**config.mk**
```make
export PLATFORM = sky130hd
export DESIGN_NAME = pmem_arbiter
export DESIGN_NICKNAME = d
export VERILOG_FILES = /design/src/rtl/pmem_arbiter.sv
export SDC_FILE = /design/constraint.sdc
export NUM_CORES = 1
export LEC_CHECK = 0
export CORE_AREA = 8 8 267 269
export CTS_CLUSTER_SIZE = 25
export DETAILED_ROUTE_END_ITERATION = 16
export DIE_AREA = 0 0 275 277
export GPL_TIMING_DRIVEN = 0
export PLACE_DENSITY = 0.51
export SETUP_SLACK_MARGIN = 0.15
export SYNTH_ARGS = -nofsm -noshare
export SYNTH_HDL_FRONTEND = slang
export SYNTH_SLANG_ARGS = --single-unit
```
**constraint.sdc**
```tcl
create_clock -name clk -period 1.37 [get_ports clk]
set_input_delay 0.274 -clock clk [delete_from_list [all_inputs] [get_ports clk]]
set_output_delay 0.274 -clock clk [all_outputs]
set_load 0.05 [all_outputs]
```
**src/rtl/pmem_arbiter.sv**
```systemverilog
// Two-client arbiter that shares one line-granular physical memory port
// between the I-cache and D-cache, round-robin on conflict.
module pmem_arbiter #(
  parameter int ADDR_WIDTH  = 16,
  parameter int LINE_WIDTH  = 128,
  parameter int OFFSET_BITS = 4
) (
  input  logic                  clk,
  input  logic                  reset,
  input  logic                  i_pmem_read,
  input  logic [ADDR_WIDTH-1:0] i_pmem_address,
  output logic                  i_pmem_resp,
  output logic [LINE_WIDTH-1:0] i_pmem_rdata,
  input  logic                  d_pmem_read,
  input  logic                  d_pmem_write,
  input  logic [ADDR_WIDTH-1:0] d_pmem_address,
  input  logic [LINE_WIDTH-1:0] d_pmem_wdata,
  output logic                  d_pmem_resp,
  output logic [LINE_WIDTH-1:0] d_pmem_rdata,
  output logic                  pmem_read,
  output logic                  pmem_write,
  output logic [ADDR_WIDTH-1:0] pmem_address,
  output logic [LINE_WIDTH-1:0] pmem_wdata,
  input  logic                  pmem_resp,
  input  logic [LINE_WIDTH-1:0] pmem_rdata
);

  typedef enum logic [1:0] {IDLE, SERVE_I, SERVE_D, DONE} state_t;

  localparam logic [ADDR_WIDTH-1:0] LINE_MASK = {ADDR_WIDTH{1'b1}} << OFFSET_BITS;

  state_t                state_reg, state_next;
  logic                  op_write_reg, op_write_next;
  logic [ADDR_WIDTH-1:0] addr_reg, addr_next;
  logic [LINE_WIDTH-1:0] wdata_reg, wdata_next;
  logic                  last_grant_reg, last_grant_next;  // 1 = D-cache was granted last

  logic d_req;
  logic grant_d;

  assign d_req   = d_pmem_read | d_pmem_write;
  // On conflict the client that was not granted last wins.
  assign grant_d = d_req & (~i_pmem_read | ~last_grant_reg);

  always_ff @(posedge clk) begin
    if (reset) begin
      state_reg      <= IDLE;
      op_write_reg   <= 1'b0;
      addr_reg       <= '0;
      wdata_reg      <= '0;
      last_grant_reg <= 1'b0;
    end else begin
      state_reg      <= state_next;
      op_write_reg   <= op_write_next;
      addr_reg       <= addr_next;
      wdata_reg      <= wdata_next;
      last_grant_reg <= last_grant_next;
    end
  end

  always_comb begin
    state_next      = state_reg;
    op_write_next   = op_write_reg;
    addr_next       = addr_reg;
    wdata_next      = wdata_reg;
    last_grant_next = last_grant_reg;
    pmem_read       = 1'b0;
    pmem_write      = 1'b0;
    pmem_address    = addr_reg;
    pmem_wdata      = wdata_reg;
    i_pmem_resp     = 1'b0;
    d_pmem_resp     = 1'b0;
    i_pmem_rdata    = pmem_rdata;
    d_pmem_rdata    = pmem_rdata;

    case (state_reg)
      IDLE: begin
        if (i_pmem_read || d_req) begin
          last_grant_next = grant_d;
          wdata_next      = d_pmem_wdata;
          if (grant_d) begin
            addr_next     = d_pmem_address & LINE_MASK;
            op_write_next = d_pmem_write;  // write wins over an overlapping read
            state_next    = SERVE_D;
          end else begin
            addr_next     = i_pmem_address & LINE_MASK;
            op_write_next = 1'b0;
            state_next    = SERVE_I;
          end
        end
      end
      SERVE_I: begin
        pmem_read  = ~op_write_reg;
        pmem_write = op_write_reg;
        if (pmem_resp) begin
          i_pmem_resp = 1'b1;
          state_next  = DONE;
        end
      end
      SERVE_D: begin
        pmem_read  = ~op_write_reg;
        pmem_write = op_write_reg;
        if (pmem_resp) begin
          d_pmem_resp = 1'b1;
          state_next  = DONE;
        end
      end
      DONE: state_next = IDLE;
      default: state_next = IDLE;
    endcase

    // Outputs are quiet for the whole cycle in which reset is sampled.
    if (reset) begin
      pmem_read    = 1'b0;
      pmem_write   = 1'b0;
      pmem_address = '0;
      pmem_wdata   = '0;
      i_pmem_resp  = 1'b0;
      d_pmem_resp  = 1'b0;
      i_pmem_rdata = '0;
      d_pmem_rdata = '0;
    end
  end

endmodule

```
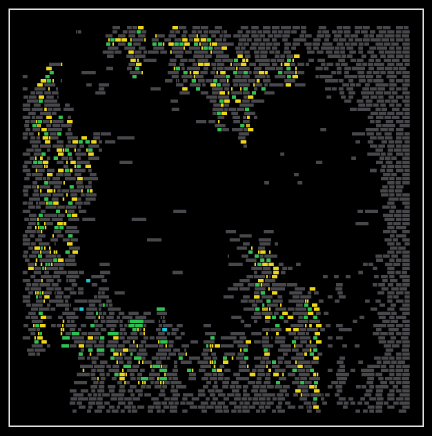
(logic cells by family)
(1.5 px per um)
[and/or cells] cyan | cells: 3
[aoi and oai cells] green | cells: 149
[nand cells] yellow | cells: 281 | where: spread over the die

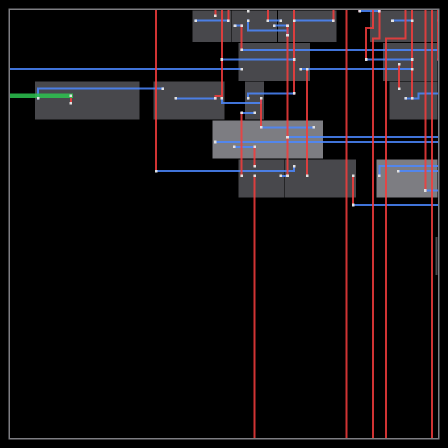
(zoomed window)
Region (122, 179) to (152, 209) um. Cells in gray, sequential cells in the stronger gray; small squares are vias.
[M3] green
[M2] red
[M1] blue
netlist names of flops here include: wdata_reg (2)
most frequent: nor2b_4 (4), a21oi_2 (2), dfxtp_2 (2)
cells with their middle in the window: 14
sequential cells in the window: 2

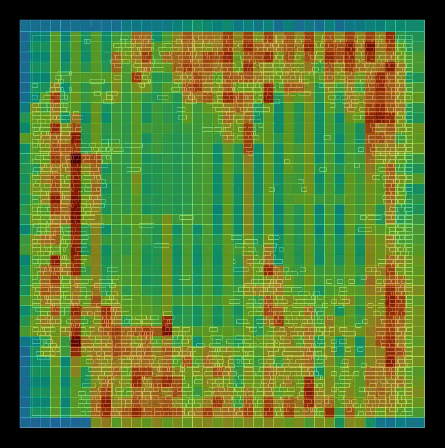
(routing congestion map)
global routing met1 resource utilization: 0.1589
global routing met2 resource utilization: 0.3137

==> flow_summary.ini <==
; yosys + openroad results
[logic_synthesis]
share_of_async_settable_or_async_resettable_flops_after_synthesis = 0
synthesis.instances = 1084
synth_area_per_cell_um2 = 7.505
flip_flop_and_latch_count_after_synthesis = 144
synth.distinct_cells = 27
logic_family = simple AND/OR/NAND/NOR gates
ys_cells = 1084

[outcome]
violations_in_the_final_reports = setup timing
status = finished with violations

[detailed_routing]
drt-met1-wl_um = 23300
drc = 0
vias_per_cell = 3.778
drt-wirelength-per-cell_um = 22.98
met3_wirelength_um = 4850

[final_timing]
timing.final.ws_setup_ns = -0.4422
setup_viol = 479

[grt]
first_global_vias = 11610
grt.total_usage = 0.1602

[placement]
portBuffers = 684
place_worst_setup_slack_ns = -1.380
dpl.cell_count = 2644
dpl.hpwl_um = 50130

[min_path]
timing.hold.worst_endpoint = wdata_reg[106]
worst_hold_depth = 3
hold_path_class = input port to flop

[worst_setup_path]
r2r-start = state_reg[0]
crit_fanout = 3
setup.worst_path.end = pmem_read
regToRegSetupSlack_ns = -0.28
type_of_element_capturing_the_critical_path = output port
crit_start = state_reg[0]
worst_ep_arrival_time_ns = 1.54
bufs_and_invs_on_worst_path = 2

[power]
p_seq_uw = 6470
power-per-cell-area_nw_per_um2 = 1346
power_top_consumer = combinational cells
clock_power_uw = 5140
vdd_ir_drop_max_mv = 1.018
cellLeakagePower_uw = 0.01176

[clock_tree]
cts_made_buffers = 17
clk_pin_slew_ns = 0.07

[floorplan]
floorplan.die.height_um = 277
die.size.x_um = 275
placeableCoreArea_um2 = 66800

[finish]
fin_util = 0.4011
per-layer routing:
layer  vias to the layer above  track usage
met5                         -            0
met4                        14      0.03911
met3                        87      0.05309
met2                       426       0.3137
met1                      5317       0.1589
li1                       5175            -
final cells by class:
type / instances / area [um2] / area share
Clock buffer: 18 / 439.2 / 0.01639
Multi-Input combinational cell: 730 / 7333 / 0.2737
Antenna cell: 15 / 37.54 / 0.001401
Buffer: 209 / 2675 / 0.09983
Inverter: 2 / 12.51 / 0.0004669
Tap cell: 873 / 1092 / 0.04076
Sequential cell: 144 / 3070 / 0.1146
Timing Repair Buffer: 913 / 11950 / 0.4458
Clock inverter: 13 / 188.9 / 0.007051
Power figures rest on the tool's default switching activity, not on a simulated workload.
